## src/rtl/sram_pkg.sv

```systemverilog
// Shared definitions for the sram_1Mx8 Wishbone subsystem.
// Holds the mentor FSM state encoding and the default bus and tag widths.
package sram_pkg;
  localparam int SRAM_ADDR_WIDTH = 20;
  localparam int SRAM_DATA_WIDTH = 8;
  localparam int SRAM_TGA_WIDTH  = 1;
  localparam int SRAM_TGD_WIDTH  = 1;
  localparam int SRAM_TGC_WIDTH  = 1;

  localparam logic [2:0] ST_IDLE   = 3'd0;
  localparam logic [2:0] ST_FETCH  = 3'd1;
  localparam logic [2:0] ST_REQ    = 3'd2;
  localparam logic [2:0] ST_GAP    = 3'd3;
  localparam logic [2:0] ST_FINISH = 3'd4;
endpackage

```

## src/rtl/sram_block_mentor.sv

```systemverilog
// Wishbone classic block mentor: bursts i_len bytes to/from sram_1Mx8, one beat per STB with a one-cycle gap.
// Latency: one beat per response plus a gap cycle; the write stream is stalled (o_wready=0) outside FETCH.
module sram_block_mentor
  import sram_pkg::*;
#(
  parameter int ADDR_WIDTH = SRAM_ADDR_WIDTH,
  parameter int DATA_WIDTH = SRAM_DATA_WIDTH,
  parameter int LEN_WIDTH  = 8,
  parameter int MAX_RETRY  = 3
) (
  input  logic                      CLK_I,
  input  logic                      RST_I,
  input  logic                      i_start,
  input  logic                      i_write,
  input  logic [ADDR_WIDTH-1:0]     i_base_addr,
  input  logic [LEN_WIDTH-1:0]      i_len,
  input  logic [DATA_WIDTH-1:0]     i_wdata,
  input  logic                      i_wvalid,
  output logic                      o_wready,
  output logic [DATA_WIDTH-1:0]     o_rdata,
  output logic                      o_rvalid,
  output logic                      o_busy,
  output logic                      o_done,
  output logic                      o_err,
  output logic                      CYC_O,
  output logic                      STB_O,
  output logic                      WE_O,
  output logic [ADDR_WIDTH-1:0]     ADR_O,
  output logic [DATA_WIDTH-1:0]     DAT_O,
  output logic                      SEL_O,
  output logic                      LOCK_O,
  output logic [SRAM_TGA_WIDTH-1:0] TGA_O,
  output logic [SRAM_TGD_WIDTH-1:0] TGD_O,
  output logic [SRAM_TGC_WIDTH-1:0] TGC_O,
  input  logic [DATA_WIDTH-1:0]     DAT_I,
  input  logic                      ACK_I,
  input  logic                      ERR_I,
  input  logic                      RTY_I
);

  localparam int RW = (MAX_RETRY < 1) ? 1 : $clog2(MAX_RETRY + 1);

  logic [2:0]            r_state;
  logic [ADDR_WIDTH-1:0] r_addr;
  logic [LEN_WIDTH-1:0]  r_len;
  logic                  r_we;
  logic [DATA_WIDTH-1:0] r_dat;
  logic [DATA_WIDTH-1:0] r_rdata;
  logic                  r_rvalid;
  logic [RW-1:0]         r_retry;
  logic                  r_err;
  logic                  w_abort;

  // A retry beyond the per-beat allowance is escalated to a bus error.
  assign w_abort = ERR_I | (RTY_I & (r_retry == RW'(MAX_RETRY)));

  always_ff @(posedge CLK_I or negedge RST_I) begin
    if (!RST_I) begin
      r_state  <= ST_IDLE;
      r_addr   <= '0;
      r_len    <= '0;
      r_we     <= 1'b0;
      r_dat    <= '0;
      r_rdata  <= '0;
      r_rvalid <= 1'b0;
      r_retry  <= '0;
      r_err    <= 1'b0;
    end else begin
      r_rvalid <= 1'b0;
      case (r_state)
        ST_IDLE: begin
          if (i_start) begin
            r_err   <= 1'b0;
            r_retry <= '0;
            if (i_len != '0) begin
              r_addr  <= i_base_addr;
              r_len   <= i_len;
              r_we    <= i_write;
              r_state <= i_write ? ST_FETCH : ST_REQ;
            end else begin
              r_len   <= '0;
              r_state <= ST_FINISH;
            end
          end
        end
        ST_FETCH: begin
          if (i_wvalid) begin
            r_dat   <= i_wdata;
            r_state <= ST_REQ;
          end
        end
        ST_REQ: begin
          if (w_abort) begin
            r_err   <= 1'b1;
            r_state <= ST_FINISH;
          end else if (RTY_I) begin
            r_retry <= r_retry + RW'(1);
            r_state <= ST_GAP;
          end else if (ACK_I) begin
            r_retry <= '0;
            if (!r_we) begin
              r_rdata  <= DAT_I;
              r_rvalid <= 1'b1;
            end
            r_addr  <= r_addr + ADDR_WIDTH'(1);
            r_len   <= r_len - LEN_WIDTH'(1);
            r_state <= ST_GAP;
          end
        end
        ST_GAP: begin
          // A pending retry re-issues the held beat without refetching write data.
          if (r_len == '0)
            r_state <= ST_FINISH;
          else if (r_we && (r_retry == '0))
            r_state <= ST_FETCH;
          else
            r_state <= ST_REQ;
        end
        ST_FINISH: begin
          r_err   <= 1'b0;
          r_state <= ST_IDLE;
        end
        default: r_state <= ST_IDLE;
      endcase
    end
  end

  assign CYC_O    = (r_state == ST_FETCH) | (r_state == ST_REQ) | (r_state == ST_GAP);
  assign STB_O    = (r_state == ST_REQ);
  assign WE_O     = r_we & CYC_O;
  assign ADR_O    = r_addr;
  assign DAT_O    = r_dat;
  assign o_wready = (r_state == ST_FETCH);
  assign o_busy   = (r_state != ST_IDLE);
  assign o_done   = (r_state == ST_FINISH);
  assign o_err    = (r_state == ST_FINISH) & r_err;
  assign o_rdata  = r_rdata;
  assign o_rvalid = r_rvalid;
  assign SEL_O    = 1'b1;
  assign LOCK_O   = 1'b0;
  assign TGA_O    = '0;
  assign TGD_O    = '0;
  assign TGC_O    = '0;

endmodule

```

## config.mk

```make
export PLATFORM = sky130hd
export DESIGN_NAME = sram_block_mentor
export DESIGN_NICKNAME = d
export VERILOG_FILES = /design/src/rtl/sram_pkg.sv /design/src/rtl/sram_block_mentor.sv
export SDC_FILE = /design/constraint.sdc
export NUM_CORES = 1
export LEC_CHECK = 0
export CORE_MARGIN = 5
export CORE_UTILIZATION = 49
export DETAILED_ROUTE_END_ITERATION = 10
export GPL_ROUTABILITY_DRIVEN = 0
export PLACE_DENSITY = 0.9
export SYNTH_ARGS = -nofsm -noshare
export SYNTH_HDL_FRONTEND = slang
export SYNTH_SLANG_ARGS = --single-unit
```

## constraint.sdc

```tcl
create_clock -name CLK_I -period 3.95 [get_ports CLK_I]
set_input_delay 0.79 -clock CLK_I [delete_from_list [all_inputs] [get_ports CLK_I]]
set_output_delay 0.79 -clock CLK_I [all_outputs]
set_load 0.02 [all_outputs]
```

### Cell classes on the final placement

(3 px per µm)
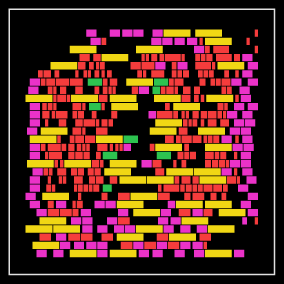
colour	class	cells	share of their area
red	all other logic	241	40%
green	clock drivers and dummy loads	8	2.5%
yellow	flip-flops	52	33%
magenta	other buffers and delay cells	98	25%
post-route design area: 0.00401 mm²
# rows: 28
post-layout util: 67.7%
CORE AREA: 0.00592 mm²

### Placed standard cells

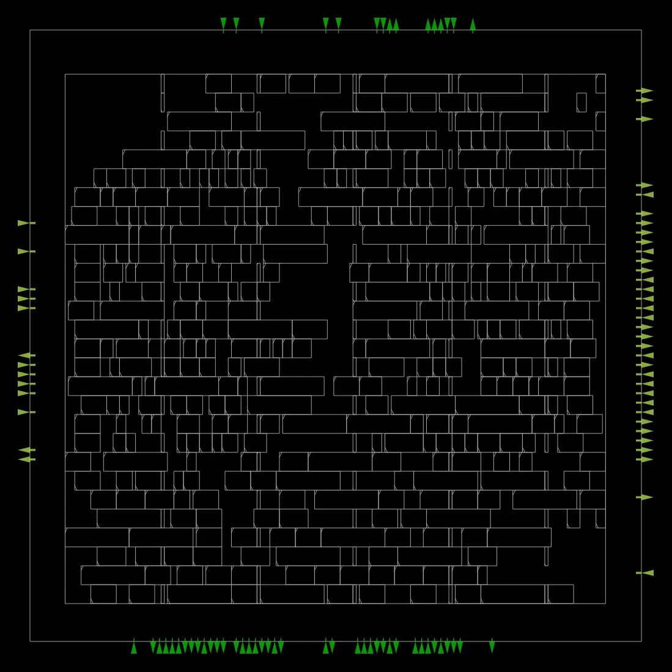
sequential cells: 52
flop share of the area: 32.4%
fin cells: 474
Tapcells: 75

### Sequential cells grouped by signal name

(6 px per µm) Other sequential cells in the stronger grey, the rest of the logic in the fainter grey.
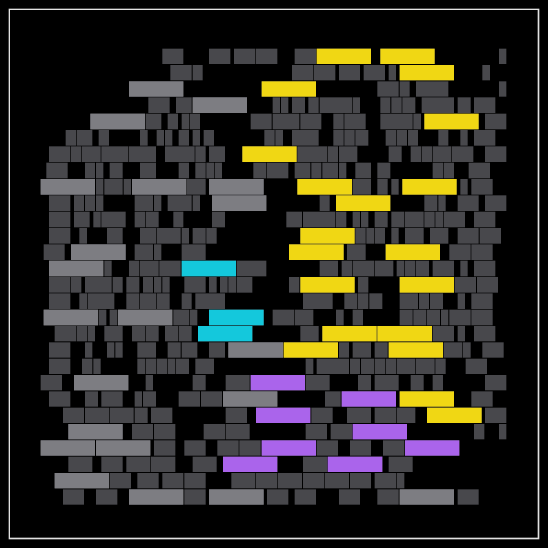
colour	name in the netlist	sequential cells
yellow	ADR_O	20
purple	o_rdata	8
cyan	r_state	3
not coloured	21
Storage cell area: 0.00130 mm²
sequential power: 1.03 mW

### Signal wires by layer

(4 px per µm) Only two layers are drawn.
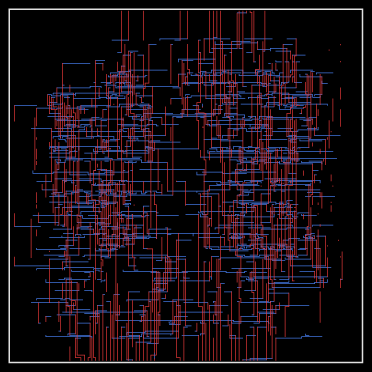
colour	layer	wire length
blue	met1	3,130 µm
red	met2	3,790 µm
final WL: 7520 µm
Via Count: 2,688

==> qor.yml <==
sta:
  worst_pin_slew_ps: 652
  finalClockPeriodUsage_pct: 67.6
  relSlewSlack_pct: 56.4
  rsz0062_at_grt: "no"
  fin_crit_ps: 2670
run:
  warnings: 28
global_routing:
  grt_pass1_vias: 2668
  grt_pass1_wl_um: 12600
routing:
  drt-initial-drc-count: 115
  dr.pass1.iters: 4
yosys:
  synthTopCellsByArea: "dfrtp_1 44%, mux2_2 5.7%, a21oi_1 3.9%"
  ys.flop_type: "dfrtp_1"
  yosysTopAreaCellShare_pct: 43.7
  synth-edff-count: 0
  largest_area_cell: "dfrtp_1"
  logic_family: "AND-OR/OR-AND gates"
pwr:
  ir_drop_uv: 446
clock_network:
  cts_made_buffers: 5
placed_design:
  dpl.hpwl_um: 5590
floorplanning:
  io_pins: 101
  die_w_um: 88.0
status:
  status: "complete, no violations"
-- metal layers --
layer	vias to the layer above	share of wire [%]	GRT usage, %
met2	95	50	35.3
met1	1279	42	26.4
met4	0	0.78	5.02
met5	-	0	0
met3	6	7.1	3.29
li1	1308	-	-
-- path summary, 6_finish.rpt --
path	from	end	slack, ps
hold reg to reg	DAT_O[7]	DAT_O[7]	510
setup / recovery	r_state[0]	o_wready	1280
setup reg to reg	r_retry[0]	ADR_O[0]	1730
min in group CLK_I	DAT_O[7]	DAT_O[7]	510
hold / removal	RST_I	ADR_O[15]	410
max in group asynchronous	RST_I	r_len[3]	2730
-- logic make-up (layout without fill, tap and decap cells) --
logic type	count (synthesis)	in the layout
compound gates	93	93
fa+ha+maj	5	5
buf+inv	35	116
flops	52	52
mux	16	16
other cells	2	5
simple gates	112	112
-- worst max-delay path, cell delays in order (launching register included) --
cell and delay [ps]:
dfrtp_1 530, nor3b_1 360, clkdlybuf4s50_1 690
-- metrics by stage --
stage | cell area [µm²] | hold slack [ps] | worst slack [ps] | power (mW) | cells
after global routing | 4010 | 426 | 1140 | 3.38 | 474
final | 4010 | 410 | 1280 | 3.14 | 474
after global placement | 3910 | 478 | 1050 | 2.76 | 466
after detailed placement | 3910 | 493 | 1000 | 2.83 | 466
after floorplan | 2990 | 473 | 1600 | 2.16 | 318
after CTS | 4010 | 418 | 1260 | 3.16 | 474
-- state kept, by name, indices dropped and copies added, names as in the netlist --
signal,count
r_retry,2
o_rvalid,1
r_we,1
r_len,8
ADR_O,20
r_err,1
DAT_O,8
r_state,3
o_rdata,8
-- placed cells by master (no fill, tap or decap), types with 7 or more instances in the layout --
cell type / n
nand3_1: 12
o21ai_0: 22
inv_1: 9
o22a_1: 11
a21oi_1: 23
mux2_2: 15
clkdlybuf4s50_1: 94
dfrtp_1: 52
and2_1: 7
and3_1: 7
nand2_1: 25
nor2_1: 25
-- area by class of cell --
cell class | count | area [µm²]
timing repair buffer | 98 | 968
multi-input combinational | 231 | 1510
clock buffer | 5 | 68.8
sequential | 52 | 1300
clock inverter | 3 | 27.5
fill | 470 | 1910
inverter | 10 | 37.5
tap | 75 | 93.8
-- power breakdown --
group | switching (mW) | total, mW | internal, mW | leakage [nW]
Combinational | 0.928 | 1.78 | 0.850 | 0.953
Clock | 0.197 | 0.328 | 0.131 | 0.0463
Sequential | 0.246 | 1.03 | 0.786 | 0.623
Power and IR drop assume default switching activity.
